==> src/rtl/bsg_mesh_router_wormhole_output_arb.sv <==
// Per-output wormhole arbiter: round-robin grant among head-flit requests,
// then the grant is held for the packet body so flits are never interleaved.
module bsg_mesh_router_wormhole_output_arb #(
    parameter int inputs_p    = 5,
    parameter int len_width_p = 4
) (
    input  logic                              clk_i,
    input  logic                              reset_i,
    input  logic [inputs_p-1:0]               req_i,
    input  logic [inputs_p-1:0]               v_i,
    input  logic [inputs_p*len_width_p-1:0]   len_i,
    input  logic                              ready_i,
    output logic                              v_o,
    output logic [inputs_p-1:0]               sel_one_hot_o,
    output logic [inputs_p-1:0]               yumi_o,
    output logic                              locked_o
);

    localparam int lg_lp = (inputs_p > 1) ? $clog2(inputs_p) : 1;
    localparam logic [lg_lp-1:0] last_init_lp = lg_lp'(inputs_p - 1);

    typedef enum logic {
        e_idle,
        e_locked
    } state_e;

    state_e                 r_state;
    logic [inputs_p-1:0]    r_owner;
    logic [lg_lp-1:0]       r_last;
    logic [len_width_p-1:0] r_count;

    logic [lg_lp-1:0]       w_grant_idx;
    logic [inputs_p-1:0]    w_grant_oh;
    logic [len_width_p-1:0] w_grant_len;
    logic                   w_found;
    logic [inputs_p-1:0]    w_sel;
    logic                   w_v;
    logic                   w_xfer;

    // Search starts just past the last winner, so it has lowest priority next.
    always_comb begin
        int v_idx;
        w_grant_idx = '0;
        w_grant_oh  = '0;
        w_grant_len = '0;
        w_found     = 1'b0;
        v_idx       = 0;
        for (int k = 1; k <= inputs_p; k++) begin
            v_idx = int'(r_last) + k;
            if (v_idx >= inputs_p) begin
                v_idx = v_idx - inputs_p;
            end
            if (!w_found && req_i[v_idx]) begin
                w_found            = 1'b1;
                w_grant_idx        = v_idx[lg_lp-1:0];
                w_grant_oh[v_idx]  = 1'b1;
                w_grant_len        = len_i[v_idx*len_width_p +: len_width_p];
            end
        end
    end

    always_comb begin
        w_sel = '0;
        w_v   = 1'b0;
        if (!reset_i) begin
            if (r_state == e_locked) begin
                w_sel = r_owner;
                w_v   = |(v_i & r_owner);
            end else begin
                w_sel = w_grant_oh;
                w_v   = w_found;
            end
        end
    end

    assign w_xfer        = w_v & ready_i;
    assign v_o           = w_v;
    assign sel_one_hot_o = w_sel;
    assign yumi_o        = w_sel & {inputs_p{w_xfer}};
    assign locked_o      = (r_state == e_locked) & ~reset_i;

    always_ff @(posedge clk_i) begin
        if (reset_i) begin
            r_state <= e_idle;
            r_owner <= '0;
            r_count <= '0;
            r_last  <= last_init_lp;
        end else begin
            case (r_state)
                e_idle: begin
                    if (w_xfer) begin
                        r_last <= w_grant_idx;
                        // Zero-length packets are head-only and never lock.
                        if (w_grant_len != '0) begin
                            r_owner <= w_grant_oh;
                            r_count <= w_grant_len;
                            r_state <= e_locked;
                        end
                    end
                end
                e_locked: begin
                    if (w_xfer) begin
                        r_count <= r_count - 1'b1;
                        if (r_count == len_width_p'(1)) begin
                            r_state <= e_idle;
                            r_owner <= '0;
                        end
                    end
                end
                default: begin
                    r_state <= e_idle;
                end
            endcase
        end
    end

endmodule

==> config.mk <==
export PLATFORM = sky130hd
export DESIGN_NAME = bsg_mesh_router_wormhole_output_arb
export DESIGN_NICKNAME = d
export VERILOG_FILES = /design/src/rtl/bsg_mesh_router_wormhole_output_arb.sv
export SDC_FILE = /design/constraint.sdc
export NUM_CORES = 1
export LEC_CHECK = 0
export ABC_CLOCK_PERIOD_IN_PS = 4700
export CORE_MARGIN = 1
export CORE_UTILIZATION = 52
export CTS_CLUSTER_DIAMETER = 50
export DETAILED_ROUTE_END_ITERATION = 10
export PLACE_DENSITY = 0.79
export SYNTH_ARGS = -nofsm -noshare
export SYNTH_HDL_FRONTEND = slang
export SYNTH_SLANG_ARGS = --single-unit
export TNS_END_PERCENT = 10
==> constraint.sdc <==
create_clock -name clk_i -period 4.7 [get_ports clk_i]
set_input_delay 0.47 -clock clk_i [delete_from_list [all_inputs] [get_ports clk_i]]
set_output_delay 0.47 -clock clk_i [all_outputs]
set_load 0.01 [all_outputs]
==> impl_metrics.env <==
# yosys + openroad results
export IMPL_slowest_stage="or4b_1"
export IMPL_drt_met1_wl_um=5051
export IMPL_numPlacedInstances=580
export IMPL_fp_utilization=0.5491
export IMPL_synth_most_common_cell="nand2_1"
export IMPL_min_path_cells=2
export IMPL_reg2reg_depth=17
export IMPL_rrSetupSlack_ns=0.43
export IMPL_ctsHtreeMaxLevel=1
export IMPL_max_cap_viol_count=0
export IMPL_drt_iter0_markers=344
export IMPL_grt_pass1_vias=3492
export IMPL_netlist_area_um2=3328
export IMPL_worstPathArrival_ns=4.23
export IMPL_gp_congestion=0.9955
export IMPL_r2r_end="r_owner[1]"
export IMPL_cts_buffer_depth=2
export IMPL_clk_latency_ns=0.25
export IMPL_status="finished, final reports clean"
export IMPL_crit_start="r_last[1]"
export IMPL_ff_type="dfxtp_1"
export IMPL_timing_rr_start="r_last[2]"
export IMPL_setup_viol=0
export IMPL_min_path_type="flop to flop"
export IMPL_drive_above_1_share=0.2094
export IMPL_setup_ws_ns=0.002784
export IMPL_numCtsBuffers=3
export IMPL_cts_sinks=13
export IMPL_totalWireLength_um=11780
export IMPL_yosysTopAreaCellShare=0.09323
export IMPL_ys_flops=13
export IMPL_core_um2=6061
export IMPL_worst_slew_pin_slew_ns=0.9988
export IMPL_ys_cells=451
export IMPL_rows=28
export IMPL_cts_root_buf="clkbuf_8"
export IMPL_firstDrtPassIters=5
export IMPL_place_hpwl_um=8944
export IMPL_cts_resized=13
export IMPL_hold_path_end="r_count[1]"
export IMPL_crit_buf_inv=4
export IMPL_drc_errors=0
export IMPL_area_leaders="mux2i_1 9.3%, dfxtp_1 7.8%, mux4_2 5.4%"
export IMPL_tns_ns=0
export IMPL_edf_count=0
export IMPL_cp_max_fo=9
export IMPL_finalNonFillerCells=586
export IMPL_largest_area_cell="mux2i_1"
export IMPL_tritoncts="built"
export IMPL_yosysWarnings=0
export IMPL_hp_start="r_count[1]"
export IMPL_crit_top_cell="buf_4"
export IMPL_drtAntennaViolNets=0
export IMPL_fin_crit_sh=0.9994
export IMPL_grt_pass1_wl_um=17770
export IMPL_cts_setup_buffers=0
export IMPL_ctsHoldBuffers=0
export IMPL_grt_overflow=0
export IMPL_synthArstFlopShare=0
export IMPL_dr_wl_met3_um=1049
export IMPL_layout_nets=560
export IMPL_vias_per_cell=6.911
export IMPL_synth_cells=451
export IMPL_cpPeakStageDelay_ns=0.56
export IMPL_warning_count=38
export IMPL_skew_ns=0.003634
export IMPL_clk_pin_slew_worst_paths_ns=0.06
export IMPL_layout_min_cycle_time_ns=4.697
export IMPL_routed_top_layer="met4"
export IMPL_crit_path_end_kind="output pin"
export IMPL_finalMaxSlewViolations=0
export IMPL_synthDistinctLibCells=84
export IMPL_antenna_found_initial=0
export IMPL_dp_worst_setup_slack_ns=0.1375
export IMPL_ys_seq_frac=0.07820
export IMPL_worstPathRequired_ns=4.23
export IMPL_endpoint="sel_one_hot_o[2]"
export IMPL_io_pins=45
export IMPL_grt_usage=0.3458
export IMPL_common_cells="43 x nand2_1, 37 x nor2_1, 31 x mux2i_1"
export IMPL_finalHoldViolations=0
export IMPL_slew_headroom=0.3290
export IMPL_ys_area_um2=3328
export IMPL_startpoint_type="flop"
export IMPL_grt_max_degree=36
export IMPL_fmax_mhz=212.9
==> layout by cell type (no fill, tap or decap), types with 6 or more instances in the layout <==
cell,synthesis,layout
nor2b_1,8,8
a211oi_1,10,9
ha_1,14,10
o221ai_1,6,6
nor3_1,16,16
or2_2,7,7
a31oi_1,8,8
nand3_1,14,14
buf_4,4,44
a22o_1,7,7
clkdlybuf4s50_1,0,36
mux4_2,8,8
o211ai_1,9,9
dfxtp_1,13,13
mux2i_1,31,30
nand2_1,43,42
o21ai_0,14,13
nor2_1,37,36
nand2b_1,10,10
inv_1,15,14
a21oi_1,24,23
==> cell type report <==
type	instances	area, µm²
tap	75	93.84
timing repair buffer	88	779.5
sequential	13	260.3
fill	536	1893
multi-input combinational	390	2929
inverter	16	60.06
clock buffer	4	45.04
==> logic make-up after synthesis <==
| group | Yosys count | synth area share |
|---|---|---|
| mux | 43 | 0.1609 |
| simple gates | 173 | 0.2680 |
| xor+xnor | 3 | 0.007896 |
| buf+inv | 48 | 0.06729 |
| compound gates | 156 | 0.3590 |
| fa+ha+maj | 15 | 0.05865 |
| flops | 13 | 0.07820 |
==> per-stage QoR <==
step,area [µm²],hold slack (ns),util
2_1_floorplan,3328,0.4454,-
3_3_place_gp,4014,0.4551,0.6623
3_5_place_dp,4014,0.4647,0.6623
4_1_cts,4081,0.4733,0.6734
5_1_grt,4168,0.5028,0.6877
6_report,4168,0.4700,0.6877
==> flip-flops by register name (all words and copies together), names as in the netlist <==
name / count
r_count: 4
r_state: 1
r_last: 3
r_owner: 5
==> metal layers <==
layer | GRT usage | vias up
met2 | 0.5545 | 254
met5 | 0 | -
met4 | 0.1140 | 0
met3 | 0.02000 | 36
li1 | - | 1872
met1 | 0.4877 | 1888
A small window of the routed layout:
Region (28, 12) to (53, 37) µm. Cells in grey, sequential cells in the stronger grey; small squares are vias.
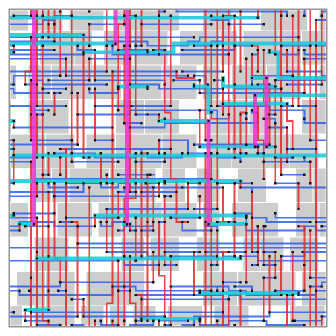
M3 -> cyan
M2 -> red
M1 -> blue
M4 -> magenta
sequential cells in the window = 0
cells with their middle in the window = 73
most frequent = buf_4 (10), o21ai_0 (6)

Pin placement:
Drawn at 6 px/µm. Pins as bars across the die edge, other pins in grey.
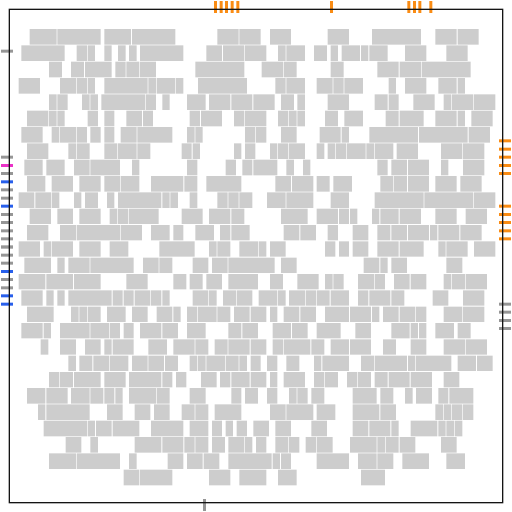
`reset_i` -> magenta  # pins 1, direction input, edge left
`sel_one_hot_o` -> blue  # pins 5, direction output, edge left
`len_i` -> orange  # pins 20, direction input, edge 10 top, 10 right
all pins by edge = 20 left, 14 right, 10 top, 1 bottom
IO buf count: 44
Die X: 82 µm
Die Height: 82 µm

Sequential cells grouped by signal name:
Drawn at 3 px/µm. Other sequential cells in the stronger grey, the rest of the logic in the fainter grey.
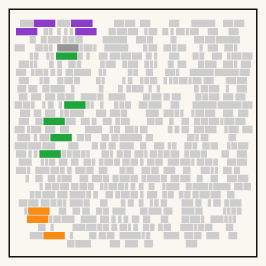
`r_owner` -> green  # placed flops 5, where middle left
`r_count` -> purple  # placed flops 4, where upper left
`r_last` -> orange  # placed flops 3
FF/Latch Area: 260.3 µm²
Core Util, Final: 0.6877

Track usage over the die:
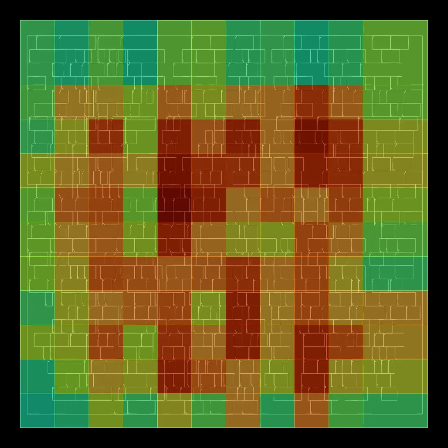
met3 usage: 0.02000
drt wl/cell: 20.10 µm
GR Util met2: 0.5545
met1 GRT Util: 0.4877
Top Usage Layer GRT: met2

